Figure 1. Power grid.
Bar = 50 um. Pins as bars on the die edge. Tap cells in gray.
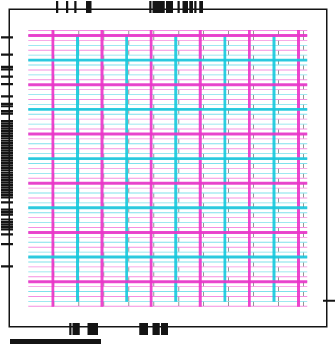
Figure 2. Cell classes on the final placement.
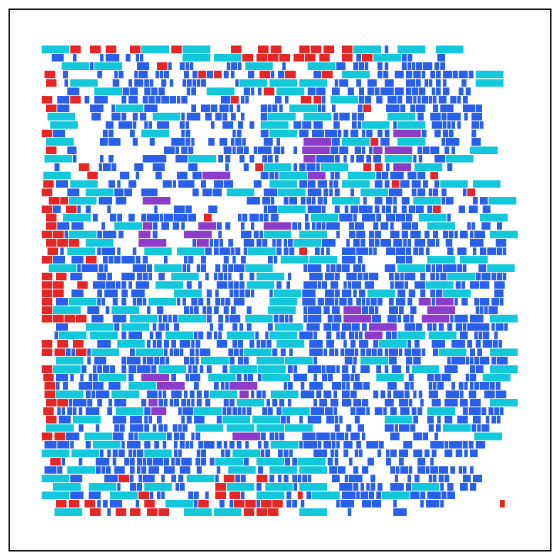
Figure 3. Clock network drawn from the DEF.
Bar = 50 um.
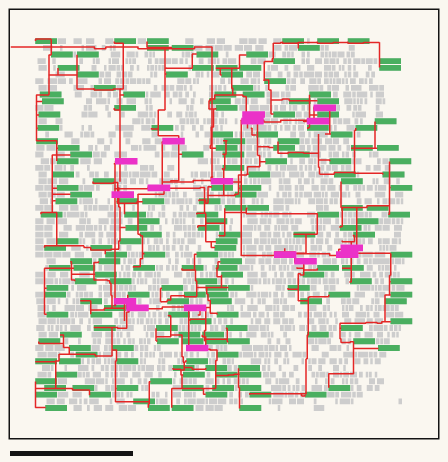
--- src/rtl/fp32_addsub_seq.sv ---
// Sequential IEEE-754 binary32 add/sub (RNE, denormals flushed to zero), one operation in flight.
// Latency 5+d+k cycles (2 for special operands); the result is held on out_valid until out_ready.
module fp32_addsub_seq (
  input  logic        clk,
  input  logic        rst_n,
  input  logic        in_valid,
  output logic        in_ready,
  input  logic [31:0] a,
  input  logic [31:0] b,
  input  logic        add,
  input  logic        sub,
  output logic        out_valid,
  input  logic        out_ready,
  output logic [31:0] result,
  output logic [2:0]  flags
);

  typedef enum logic [2:0] {
    IDLE,
    PRE,
    ALIGN,
    ADD,
    NORM,
    ROUND,
    DONE
  } state_t;

  localparam logic [31:0] QNAN = 32'h7FC0_0000;

  state_t      state_q, state_d;
  logic [31:0] op_a_q, op_a_d;
  logic [31:0] op_b_q, op_b_d;
  logic        sub_q, sub_d;
  logic        sign_q, sign_d;
  logic        eff_sub_q, eff_sub_d;
  logic [9:0]  exp_q, exp_d;
  logic [4:0]  cnt_q, cnt_d;
  logic [27:0] x_q, x_d;
  logic [27:0] y_q, y_d;
  logic [27:0] sum_q, sum_d;
  logic [31:0] result_q, result_d;
  logic [2:0]  flags_q, flags_d;
  logic        out_valid_q, out_valid_d;

  logic [7:0]  exp_a, exp_b, exp_x, exp_y, exp_diff;
  logic [22:0] frac_a, frac_b, frac_x, frac_y;
  logic        sign_b_eff, eff_sub, swap;
  logic        nan_a, nan_b, inf_a, inf_b, zero_a, zero_b;

  // Operand classification and magnitude ordering from the captured request.
  always_comb begin
    exp_a      = op_a_q[30:23];
    exp_b      = op_b_q[30:23];
    frac_a     = op_a_q[22:0];
    frac_b     = op_b_q[22:0];
    sign_b_eff = op_b_q[31] ^ sub_q;
    eff_sub    = op_a_q[31] != sign_b_eff;
    nan_a      = (exp_a == 8'hFF) && (frac_a != 23'd0);
    nan_b      = (exp_b == 8'hFF) && (frac_b != 23'd0);
    inf_a      = (exp_a == 8'hFF) && (frac_a == 23'd0);
    inf_b      = (exp_b == 8'hFF) && (frac_b == 23'd0);
    zero_a     = (exp_a == 8'd0);
    zero_b     = (exp_b == 8'd0);
    swap       = op_b_q[30:0] > op_a_q[30:0];
    exp_x      = swap ? exp_b : exp_a;
    exp_y      = swap ? exp_a : exp_b;
    frac_x     = swap ? frac_b : frac_a;
    frac_y     = swap ? frac_a : frac_b;
    exp_diff   = exp_x - exp_y;
  end

  logic        round_up;
  logic [23:0] frac_rnd;
  logic [9:0]  exp_rnd;

  // In ROUND the hidden bit sum_q[26] is always set, so only the fraction is incremented.
  always_comb begin
    round_up = sum_q[2] & (sum_q[3] | sum_q[1] | sum_q[0]);
    frac_rnd = {1'b0, sum_q[25:3]} + {23'd0, round_up};
    exp_rnd  = exp_q + {9'd0, frac_rnd[23]};
  end

  always_comb begin
    state_d     = state_q;
    op_a_d      = op_a_q;
    op_b_d      = op_b_q;
    sub_d       = sub_q;
    sign_d      = sign_q;
    eff_sub_d   = eff_sub_q;
    exp_d       = exp_q;
    cnt_d       = cnt_q;
    x_d         = x_q;
    y_d         = y_q;
    sum_d       = sum_q;
    result_d    = result_q;
    flags_d     = flags_q;
    out_valid_d = (state_q == DONE) && !(out_valid_q && out_ready);

    case (state_q)
      IDLE: begin
        if (in_valid) begin
          op_a_d  = a;
          op_b_d  = b;
          sub_d   = sub & ~add;
          state_d = PRE;
        end
      end

      PRE: begin
        flags_d = 3'b000;
        state_d = DONE;
        if (nan_a || nan_b) begin
          result_d = QNAN;
          flags_d  = 3'b100;
        end else if (inf_a && inf_b && eff_sub) begin
          result_d = QNAN;
          flags_d  = 3'b100;
        end else if (inf_a) begin
          result_d = {op_a_q[31], 8'hFF, 23'd0};
        end else if (inf_b) begin
          result_d = {sign_b_eff, 8'hFF, 23'd0};
        end else if (zero_a && zero_b) begin
          result_d = {op_a_q[31] & sign_b_eff, 31'd0};
        end else if (zero_a) begin
          result_d = {sign_b_eff, op_b_q[30:0]};
        end else if (zero_b) begin
          result_d = op_a_q;
        end else begin
          sign_d    = swap ? sign_b_eff : op_a_q[31];
          eff_sub_d = eff_sub;
          exp_d     = {2'b00, exp_x};
          x_d       = {2'b01, frac_x, 3'b000};
          y_d       = {2'b01, frac_y, 3'b000};
          cnt_d     = (exp_diff > 8'd27) ? 5'd27 : exp_diff[4:0];
          state_d   = (exp_diff != 8'd0) ? ALIGN : ADD;
        end
      end

      ALIGN: begin
        y_d   = {1'b0, y_q[27:2], y_q[1] | y_q[0]};
        cnt_d = cnt_q - 5'd1;
        if (cnt_q == 5'd1) begin
          state_d = ADD;
        end
      end

      ADD: begin
        sum_d   = eff_sub_q ? (x_q - y_q) : (x_q + y_q);
        state_d = NORM;
      end

      NORM: begin
        if (sum_q == 28'd0) begin
          result_d = 32'd0;
          flags_d  = 3'b000;
          state_d  = DONE;
        end else if (sum_q[27]) begin
          sum_d   = {1'b0, sum_q[27:2], sum_q[1] | sum_q[0]};
          exp_d   = exp_q + 10'd1;
          state_d = ROUND;
        end else if (sum_q[26]) begin
          state_d = ROUND;
        end else if (exp_q <= 10'd1) begin
          // Result would be subnormal: flush to a signed zero.
          result_d = {sign_q, 31'd0};
          flags_d  = 3'b001;
          state_d  = DONE;
        end else begin
          sum_d = {sum_q[26:0], 1'b0};
          exp_d = exp_q - 10'd1;
        end
      end

      ROUND: begin
        state_d = DONE;
        if (exp_rnd >= 10'd255) begin
          result_d = {sign_q, 8'hFF, 23'd0};
          flags_d  = 3'b010;
        end else begin
          result_d = {sign_q, exp_rnd[7:0], frac_rnd[22:0]};
          flags_d  = 3'b000;
        end
      end

      DONE: begin
        if (out_valid_q && out_ready) begin
          state_d = IDLE;
        end
      end

      default: begin
        state_d = IDLE;
      end
    endcase
  end

  always_ff @(posedge clk or negedge rst_n) begin
    if (!rst_n) begin
      state_q     <= IDLE;
      op_a_q      <= 32'd0;
      op_b_q      <= 32'd0;
      sub_q       <= 1'b0;
      sign_q      <= 1'b0;
      eff_sub_q   <= 1'b0;
      exp_q       <= 10'd0;
      cnt_q       <= 5'd0;
      x_q         <= 28'd0;
      y_q         <= 28'd0;
      sum_q       <= 28'd0;
      result_q    <= 32'd0;
      flags_q     <= 3'b000;
      out_valid_q <= 1'b0;
    end else begin
      state_q     <= state_d;
      op_a_q      <= op_a_d;
      op_b_q      <= op_b_d;
      sub_q       <= sub_d;
      sign_q      <= sign_d;
      eff_sub_q   <= eff_sub_d;
      exp_q       <= exp_d;
      cnt_q       <= cnt_d;
      x_q         <= x_d;
      y_q         <= y_d;
      sum_q       <= sum_d;
      result_q    <= result_d;
      flags_q     <= flags_d;
      out_valid_q <= out_valid_d;
    end
  end

  assign in_ready  = (state_q == IDLE);
  assign out_valid = out_valid_q;
  assign result    = result_q;
  assign flags     = flags_q;

endmodule
--- config.mk ---
export PLATFORM = sky130hd
export DESIGN_NAME = fp32_addsub_seq
export DESIGN_NICKNAME = d
export VERILOG_FILES = /design/src/rtl/fp32_addsub_seq.sv
export SDC_FILE = /design/constraint.sdc
export NUM_CORES = 1
export LEC_CHECK = 0
export CAP_MARGIN = 10
export CORE_MARGIN = 10
export CORE_UTILIZATION = 60
export DETAILED_ROUTE_END_ITERATION = 8
export PLACE_DENSITY = 0.81
export RECOVER_POWER = 25
export SYNTH_ARGS = -nofsm -noshare
export SYNTH_HDL_FRONTEND = slang
export SYNTH_SLANG_ARGS = --single-unit
--- constraint.sdc ---
create_clock -name clk -period 5.6 [get_ports clk]
set_clock_uncertainty 0.05 [all_clocks]
set_input_delay 1.12 -clock clk [delete_from_list [all_inputs] [get_ports clk]]
set_output_delay 1.12 -clock clk [all_outputs]
set_load 0.01 [all_outputs]
==> impl_metrics.json <==
{
  "run_status": "finished, violations left",
  "failing_checks": "max-capacitance violations, max-slew violations",
  "placed_cells": 2102,
  "synth.cellmix.adderShare": 0.0800,
  "post_synth_ao_oa_area_fraction": 0.245,
  "placement.setup.worst_slack_ps": 845,
  "cp_data_required_time_ps": 5850,
  "postSynthCellCount": 1786,
  "tritoncts_clock_tree": "yes",
  "stage_log_warnings": 53,
  "r2r_setup_slack_ps": 770,
  "most_frequent_cells_in_the_layout": "222 x sky130_fd_sc_hd__nand2_1, 213 x sky130_fd_sc_hd__a21oi_1, 200 x sky130_fd_sc_hd__dfrtp_1",
  "postSynthSeqShare": 0.349,
  "critPathLaunch": "op_a_q[26]",
  "first_global_vias": 12800,
  "cts.hold.buffers_added": 0,
  "worstSetupEndpointType": "flip-flop",
  "crit_end": "cnt_q[0]",
  "chip_area_from_the_yosys_synthesis_statistics_um2": 14300,
  "clock_buffer_count_from_cts": 17,
  "io_buffer_count": 106,
  "r2r_end": "cnt_q[0]",
  "top_cells_by_count": "222 x sky130_fd_sc_hd__nand2_1, 213 x sky130_fd_sc_hd__a21oi_1, 200 x sky130_fd_sc_hd__dfrtp_1",
  "holdCritPathClass": "flip-flop to flip-flop",
  "critPathKind": "flip-flop to flip-flop",
  "route.top_layer_used": "met4",
  "drv.max_cap_violation_count": 1,
  "grt_use_met2": 0.433,
  "enable_flop_cells": 0,
  "io_pins": 107,
  "globalRouteMet3Util": 0.0490,
  "floorplanUtilization": 0.611,
  "placed_cell_area_um2": 15500,
  "setup.worst_path.start_class": "flip-flop",
  "antennaDiodeCount": 0,
  "maxSlewViolCount": 96,
  "hpwlAfterDp_um": 32300,
  "post_synth_instance_area_um2": 14300,
  "synth-xor-area-share": 0.0354,
  "grt_util_all_layers": 0.284,
  "biggest_area_consumer_among_synthesized_cells": "sky130_fd_sc_hd__dfrtp_1",
  "setup_repair_after_global_routing_missed_its_margin": "false"
}
Notes on Figure 1 above:
- VDD: cyan
- VSS: magenta
- met4 straps: 11
- tap cells: 319
die width: 175 um
standard cell core area: 23500 um2

Notes on Figure 2 above:
- clock drivers and dummy loads: purple (cells 32; share of their area 3.9%)
- combinational and other logic: blue (cells 1460; share of their area 57%)
- other buffers and delay cells: red (cells 123; share of their area 7.5%)
- flops: cyan (cells 200; share of their area 32%)
final design instance area without fill: 16100 um2
Final Core Density: 0.684
Cell Rows: 56
sequential cell area share: 0.312

Notes on Figure 3 above:
- clock drivers: magenta (count 17)
- clock wires: red (length 2560 um)
- flip-flops: green (count 200)
- flops lie: all over the die
- routed clock nets: 18
clock network latency to the later pin of the worst-skew pair: 450 ps

[sequential cells by signal (all words and copies together) (netlist names)]
signal and flops:
flags 3, sub_q 1, op_b_q 32, sign_q 1, cnt_q 5, sum_q 28
op_a_q 32, y_q 27, x_q 24, state_q 3, out_valid 1, exp_q 10
result 32, eff_sub_q 1
[area by class of cell]
class,instances,share of cell area
Clock buffer,18,0.0273
Multi-Input combinational cell,1364,0.529
Timing Repair Buffer,123,0.0735
Tap cell,319,0.0249
Inverter,96,0.0224
Clock inverter,14,0.0111
Sequential cell,200,0.312
